--- config.mk ---
export PLATFORM = sky130hd
export DESIGN_NAME = tmds_channel_rx
export DESIGN_NICKNAME = d
export VERILOG_FILES = /design/src/rtl/tmds_pkg.sv /design/src/rtl/tmds_symbol_decode.sv /design/src/rtl/tmds_channel_rx.sv
export SDC_FILE = /design/constraint.sdc
export NUM_CORES = 1
export LEC_CHECK = 0
export ABC_AREA = 1
export ABC_CLOCK_PERIOD_IN_PS = 1900
export CAP_MARGIN = 0
export CORE_MARGIN = 2
export CORE_UTILIZATION = 57
export DETAILED_ROUTE_END_ITERATION = 8
export GPL_ROUTABILITY_DRIVEN = 1
export PLACE_DENSITY_LB_ADDON = 0.05
export SLEW_MARGIN = 5
export SYNTH_ARGS = -nofsm -noshare
export SYNTH_HDL_FRONTEND = slang
export SYNTH_SLANG_ARGS = --single-unit
--- constraint.sdc ---
create_clock -name clk -period 1.9 [get_ports clk]
set_input_delay 0.285 -clock clk [delete_from_list [all_inputs] [get_ports clk]]
set_output_delay 0.285 -clock clk [all_outputs]
set_load 0.02 [all_outputs]
--- src/rtl/tmds_pkg.sv ---
// ---------------------------------------------------------------------------
// tmds_pkg
//   Definitions shared by the TMDS encoder and receiver sides of a channel:
//   - the four 10-bit control tokens (written bit 9 .. bit 0, bit 0 is the
//     first bit on the wire)
//   - the receiver alignment FSM state encoding
//   - default lock / timeout thresholds for the receiver
//   - a helper that advances a bit alignment offset with wrap 9 -> 0
// ---------------------------------------------------------------------------
package tmds_pkg;

    localparam int SYM_W = 10;

    // Control tokens carrying {c1,c0}
    localparam logic [SYM_W-1:0] TOK_C00 = 10'b1101010100;
    localparam logic [SYM_W-1:0] TOK_C01 = 10'b0010101011;
    localparam logic [SYM_W-1:0] TOK_C10 = 10'b0101010100;
    localparam logic [SYM_W-1:0] TOK_C11 = 10'b1010101011;

    // Consecutive aligned control tokens needed before alignment is trusted
    localparam int LOCK_RUN_DEFAULT = 8;
    // Cycles without a control token before the alignment is abandoned
    localparam int TIMEOUT_DEFAULT  = 1023;

    // Receiver alignment FSM
    typedef enum logic {
        ST_SEARCH = 1'b0,
        ST_LOCKED = 1'b1
    } rx_state_t;

    // Next bit offset to try; any out-of-range value also returns to 0.
    function automatic logic [3:0] next_offset(input logic [3:0] off);
        return (off >= 4'd9) ? 4'd0 : off + 4'd1;
    endfunction

endpackage

--- src/rtl/tmds_symbol_decode.sv ---
// ---------------------------------------------------------------------------
// tmds_symbol_decode
//   Purely combinational decode of one aligned 10-bit TMDS symbol.
//
// Ports
//   sym      in  10  aligned symbol, bit 0 earliest on the wire
//   is_ctrl  out 1   symbol is one of the four control tokens
//   ctrl     out 2   {c1,c0} carried by the token (00 when not a token)
//   data     out 8   video data decoded from the symbol (only meaningful
//                    when is_ctrl is low)
// ---------------------------------------------------------------------------
module tmds_symbol_decode
    import tmds_pkg::*;
(
    input  logic [SYM_W-1:0] sym,
    output logic             is_ctrl,
    output logic [1:0]       ctrl,
    output logic [7:0]       data
);

    logic [7:0] q_m;

    // Control token match
    always_comb begin
        is_ctrl = 1'b1;
        ctrl    = 2'b00;
        case (sym)
            TOK_C00: ctrl = 2'b00;
            TOK_C01: ctrl = 2'b01;
            TOK_C10: ctrl = 2'b10;
            TOK_C11: ctrl = 2'b11;
            default: is_ctrl = 1'b0;
        endcase
    end

    // Data decode: bit 9 undoes the DC-balance inversion, bit 8 selects
    // whether the transition-minimising chain used XOR or XNOR.
    always_comb begin
        q_m     = sym[9] ? ~sym[7:0] : sym[7:0];
        data    = 8'h00;
        data[0] = q_m[0];
        for (int i = 1; i < 8; i++) begin
            if (sym[8]) begin
                data[i] = q_m[i] ^ q_m[i-1];
            end else begin
                data[i] = ~(q_m[i] ^ q_m[i-1]);
            end
        end
    end

endmodule

--- src/rtl/tmds_channel_rx.sv ---
// ---------------------------------------------------------------------------
// tmds_channel_rx
//   One TMDS receive channel: finds the 10-bit word boundary in a
//   deserialised stream of arbitrary alignment, then decodes each symbol
//   into video data or control bits.
//
//   Alignment search: the FSM counts control tokens seen at the current bit
//   offset. LOCK_RUN consecutive tokens declare lock. TIMEOUT cycles without
//   a token slide the offset by one bit (SEARCH) or drop lock and slide
//   (LOCKED). Outputs are forced to zero whenever the channel is not locked.
//
//   Pipeline: tmds_in -> raw_q (one word history) -> aligned select ->
//   stage1_q -> decode -> registered outputs. A word presented at edge k
//   at offset 0 reaches the outputs after edge k+2.
//
// Ports
//   clk         in  1   pixel clock, one word per cycle
//   rst_n       in  1   asynchronous active-low reset (release synchronised)
//   tmds_in     in  10  deserialised word, bit 0 earliest on the wire
//   vd          out 8   decoded video data
//   cd          out 2   decoded control bits {c1,c0}
//   vde         out 1   current symbol is a data symbol
//   locked      out 1   word alignment established (FSM in LOCKED)
//   bit_offset  out 4   current alignment offset 0..9
// ---------------------------------------------------------------------------
module tmds_channel_rx
    import tmds_pkg::*;
#(
    parameter int LOCK_RUN = LOCK_RUN_DEFAULT,
    parameter int TIMEOUT  = TIMEOUT_DEFAULT
) (
    input  logic             clk,
    input  logic             rst_n,
    input  logic [SYM_W-1:0] tmds_in,
    output logic [7:0]       vd,
    output logic [1:0]       cd,
    output logic             vde,
    output logic             locked,
    output logic [3:0]       bit_offset
);

    // Counters sized to hold their full threshold value
    localparam int RUN_W = $clog2(LOCK_RUN + 1);
    localparam int TMO_W = $clog2(TIMEOUT + 1);

    // Counters are compared against threshold-1 so that the cycle in which
    // the threshold is reached is the cycle that acts on it.
    localparam logic [RUN_W-1:0] RUN_LAST = RUN_W'(LOCK_RUN - 1);
    localparam logic [TMO_W-1:0] TMO_LAST = TMO_W'(TIMEOUT - 1);

    // -----------------------------------------------------------------------
    // Reset: assert asynchronously, release two clock edges later
    // -----------------------------------------------------------------------
    logic [1:0] rst_sync_q;
    logic       rst_int_n;

    always_ff @(posedge clk or negedge rst_n) begin
        if (!rst_n) begin
            rst_sync_q <= 2'b00;
        end else begin
            rst_sync_q <= {rst_sync_q[0], 1'b1};
        end
    end

    assign rst_int_n = rst_sync_q[1];

    // -----------------------------------------------------------------------
    // Word alignment
    // -----------------------------------------------------------------------
    logic [SYM_W-1:0]   raw_q;
    logic [2*SYM_W-1:0] window;
    logic [SYM_W-1:0]   aligned;
    logic [SYM_W-1:0]   stage1_q;
    logic [3:0]         off_q;

    // raw_q holds the earlier word, so it sits in the low half; offset k
    // starts the symbol k bits later on the wire.
    assign window  = {tmds_in, raw_q};
    assign aligned = SYM_W'(window >> off_q);

    always_ff @(posedge clk or negedge rst_int_n) begin
        if (!rst_int_n) begin
            raw_q    <= '0;
            stage1_q <= '0;
        end else begin
            raw_q    <= tmds_in;
            stage1_q <= aligned;
        end
    end

    // -----------------------------------------------------------------------
    // Symbol decode of stage 1
    // -----------------------------------------------------------------------
    logic       dec_is_ctrl;
    logic [1:0] dec_ctrl;
    logic [7:0] dec_data;

    tmds_symbol_decode u_decode (
        .sym     (stage1_q),
        .is_ctrl (dec_is_ctrl),
        .ctrl    (dec_ctrl),
        .data    (dec_data)
    );

    // -----------------------------------------------------------------------
    // Alignment FSM
    // -----------------------------------------------------------------------
    rx_state_t        state_q, state_n;
    logic [RUN_W-1:0] run_q, run_n;
    logic [TMO_W-1:0] tmo_q, tmo_n;
    logic [3:0]       off_n;
    logic             slip;
    logic             slip_q;
    logic             tok_seen;

    // The word in stage1 right after an offset change was cut at the old
    // offset; it must not count towards the new offset's token run.
    assign tok_seen = dec_is_ctrl & ~slip_q;

    // State register
    always_ff @(posedge clk or negedge rst_int_n) begin
        if (!rst_int_n) begin
            state_q <= ST_SEARCH;
            run_q   <= '0;
            tmo_q   <= '0;
            off_q   <= 4'd0;
            slip_q  <= 1'b0;
        end else begin
            state_q <= state_n;
            run_q   <= run_n;
            tmo_q   <= tmo_n;
            off_q   <= off_n;
            slip_q  <= slip;
        end
    end

    // Next-state logic
    always_comb begin
        state_n = state_q;
        run_n   = run_q;
        tmo_n   = tmo_q;
        off_n   = off_q;
        slip    = 1'b0;
        case (state_q)
            ST_SEARCH: begin
                // A token always takes precedence over the timeout, so a
                // lock completing on the timeout cycle never slips.
                if (tok_seen) begin
                    tmo_n = '0;
                    if (run_q >= RUN_LAST) begin
                        state_n = ST_LOCKED;
                        run_n   = '0;
                    end else begin
                        run_n = run_q + RUN_W'(1);
                    end
                end else if (tmo_q >= TMO_LAST) begin
                    slip  = 1'b1;
                    off_n = next_offset(off_q);
                    run_n = '0;
                    tmo_n = '0;
                end else begin
                    run_n = '0;
                    tmo_n = tmo_q + TMO_W'(1);
                end
            end
            ST_LOCKED: begin
                // Offset is frozen here; only a token drought moves it.
                if (tok_seen) begin
                    tmo_n = '0;
                end else if (tmo_q >= TMO_LAST) begin
                    state_n = ST_SEARCH;
                    slip    = 1'b1;
                    off_n   = next_offset(off_q);
                    run_n   = '0;
                    tmo_n   = '0;
                end else begin
                    tmo_n = tmo_q + TMO_W'(1);
                end
            end
            default: begin
                state_n = ST_SEARCH;
                run_n   = '0;
                tmo_n   = '0;
            end
        endcase
    end

    // FSM outputs
    always_comb begin
        locked     = (state_q == ST_LOCKED);
        bit_offset = off_q;
    end

    // -----------------------------------------------------------------------
    // Stage 2: registered decoder outputs
    // -----------------------------------------------------------------------
    logic [7:0] vd_q;
    logic [1:0] cd_q;
    logic       vde_q;

    always_ff @(posedge clk or negedge rst_int_n) begin
        if (!rst_int_n) begin
            vd_q  <= 8'h00;
            cd_q  <= 2'b00;
            vde_q <= 1'b0;
        end else if (state_q != ST_LOCKED) begin
            vd_q  <= 8'h00;
            cd_q  <= 2'b00;
            vde_q <= 1'b0;
        end else if (dec_is_ctrl) begin
            vd_q  <= 8'h00;
            cd_q  <= dec_ctrl;
            vde_q <= 1'b0;
        end else begin
            // Data symbol: control bits keep their last token value
            vd_q  <= dec_data;
            vde_q <= 1'b1;
        end
    end

    assign vd  = vd_q;
    assign cd  = cd_q;
    assign vde = vde_q;

endmodule

==> results_dict.tcl <==
# place-and-route summary
set metrics [dict create \
    setup_tns_ps 0 \
    startpoint_type "register" \
    adder_share 0.0258 \
    cts_hold_buf 0 \
    syn_nets 390 \
    crit_chain "clkdlybuf4s50_1" \
    clock_power_mw 0.664 \
    slew_headroom 0.576 \
    async_flop_share 1.00 \
    root_buffer "clkbuf_8" \
    setup_viol 0 \
    cts_tree "built" \
    synthXorXnorAreaFrac 0.0452 \
    busiest_layer "met2" \
    skew_ps 10.2 \
    wl_mm 5.73 \
    gr-usage-met1 0.339 \
    cts.sinks 53 \
    log.warning_count 29 \
    drcViolationCount 0 \
    hpwlAfterDp_mm 4.32 \
    gp_routability_congestion 0.908 \
    synth_top_area_share 0.456 \
    reg_top3 "raw_q: 10 flops, stage1_q: 10 flops, tmo_q: 10 flops" \
    maxSlewViolCount 0 \
    numSynthFlops 53 \
    die_height_um 75.4 \
    postSynthAreaPerCell_um2 7.82 \
    status "finished clean" \
    maxCapViolations 0 \
    seq_power_mw 1.16 \
    edf_count 0 \
    nNonClkBuffers 34 \
    netlist_instances 372 \
    slowest_stage "clkdlybuf4s50_1" \
    seq_cells 53 \
    ys_chip_area_um2 2910 \
    whs_ps 126 \
    drive_above_1_share 0.0918 \
    numCtsBuffers 5 \
    path_class "reg2out" \
    p_leak_nw 1.60 \
    wl_met3_um 288 \
    slowest_delay_ps 670 \
    rsz0062_at_grt "false" \
    buf_share 0.0968 \
    tightest_slew_ps 637 \
    peakVddDrop_mv 0.470 \
    hp-class "in2async" \
    cts_resized 0 \
    rows 25 \
    core_area_um2 4820 \
    p_comb_mw 0.137 \
    clock_buffers 6 \
    topCellsByArea "dfrtp_1 (46%), nand2_1 (14%), nand3_1 (5.5%)" \
    gr-usage-met3 0.0489 \
    setup_slack_ps 93.3 \
    simple_gate_share 0.305 \
    lay_top_cells "nand2_1 (112), dfrtp_1 (52), nor2_1 (37)" \
    fp-utilization 0.604 \
    antenna_found_initial 0 \
    yosysUniqueCellTypes 36 \
    yosys-stat-cells 372 \
    finalHoldViolCount 0 \
    dominant_cells "logic gates" \
    maxPowerGroup "sequential cells" \
    path_clk_slew_ps 90 \
    critPathArrivalTime_ps 1520 \
    num_antenna_cells 0 \
]
## cell usage after synthesis, types with 5 or more instances
master and instances:
a21oi_1 6, buf_2 5, dfrtp_1 53, ha_1 6, inv_1 31, nand2_1 112, nand2_2 5, nand3_1 32
nor2_1 37, o211ai_1 5, o21ai_0 20, o21ai_1 5, xor2_1 11
## path summary, 6_finish.rpt
kind	start	cells past startpoint	slack, ps	endpoint
min in group clk	rst_sync_q[0]	0	370	rst_sync_q[1]
worst min-delay path	rst_n	1	130	rst_sync_q[1]
max in group asynchronous	rst_sync_q[1]	1	1110	bit_offset[2]
worst max-delay path	bit_offset[2]	1	90	bit_offset[2]
worst min register to register	rst_sync_q[1]	1	370	vd[3]
worst max register to register	bit_offset[0]	7	200	stage1_q[2]
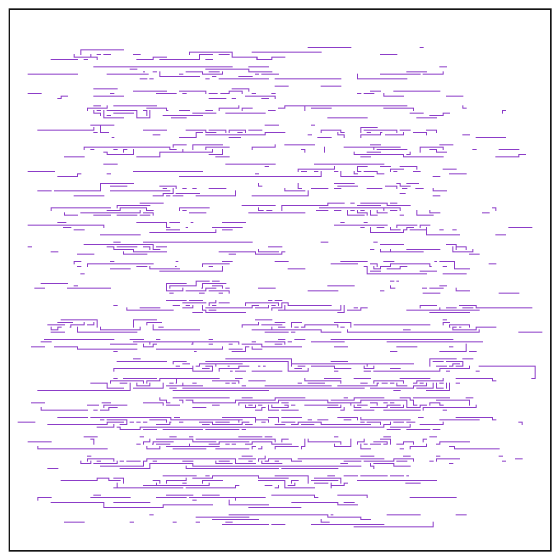
Figure 1: metal 1.
wire length on this layer = 2760 um
share of all routed wire = 48%

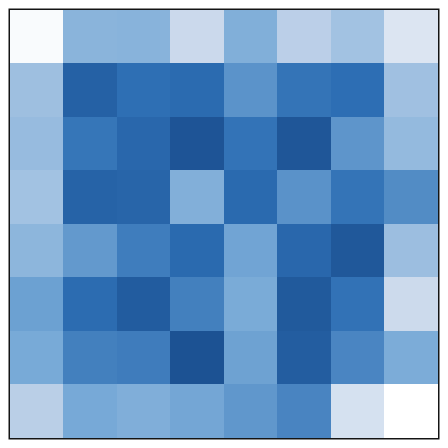
Figure 2: placement density heat map.
8 x 8 tiles, from white (low) to dark blue (high), 0 to 100% covered.
nearly empty tiles = 1.6%
fullest tile = 86%
tiles over 75% full = 25%

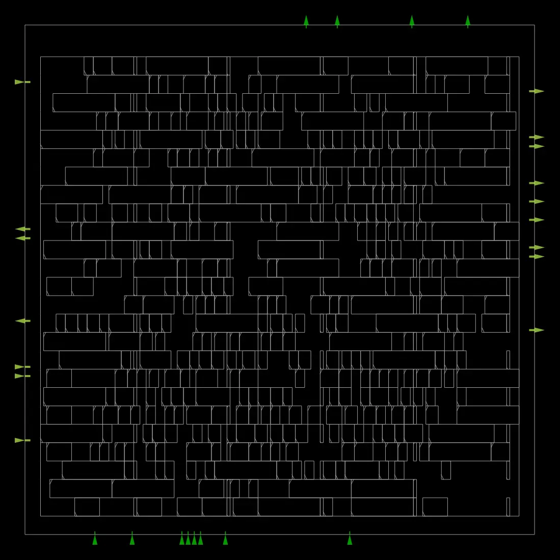
Figure 3: cell outlines without signal wires.
sequential share of cell area: 0.398
filler instances: 422
Finished Core Util: 0.692
non-filler cells, final: 470

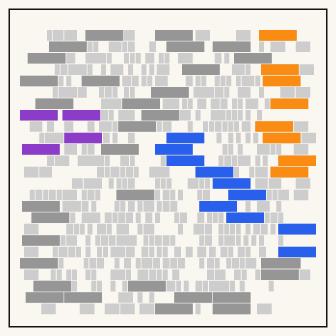
Figure 4: sequential cells colored by netlist name.
Other sequential cells in the stronger gray, the rest of the logic in the fainter gray.
run_q -> purple  # placed flops 4
vd -> orange  # placed flops 8
stage1_q -> blue  # placed flops 10
not colored = 31

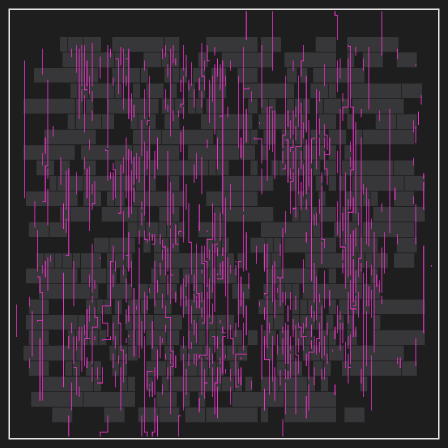
Figure 5: the metal 2 layer.
wire length on this layer = 2620 um
share of all routed wire = 46%
main direction = vertical
longest straight run = 28.9 um
nets with wire on the layer = 329

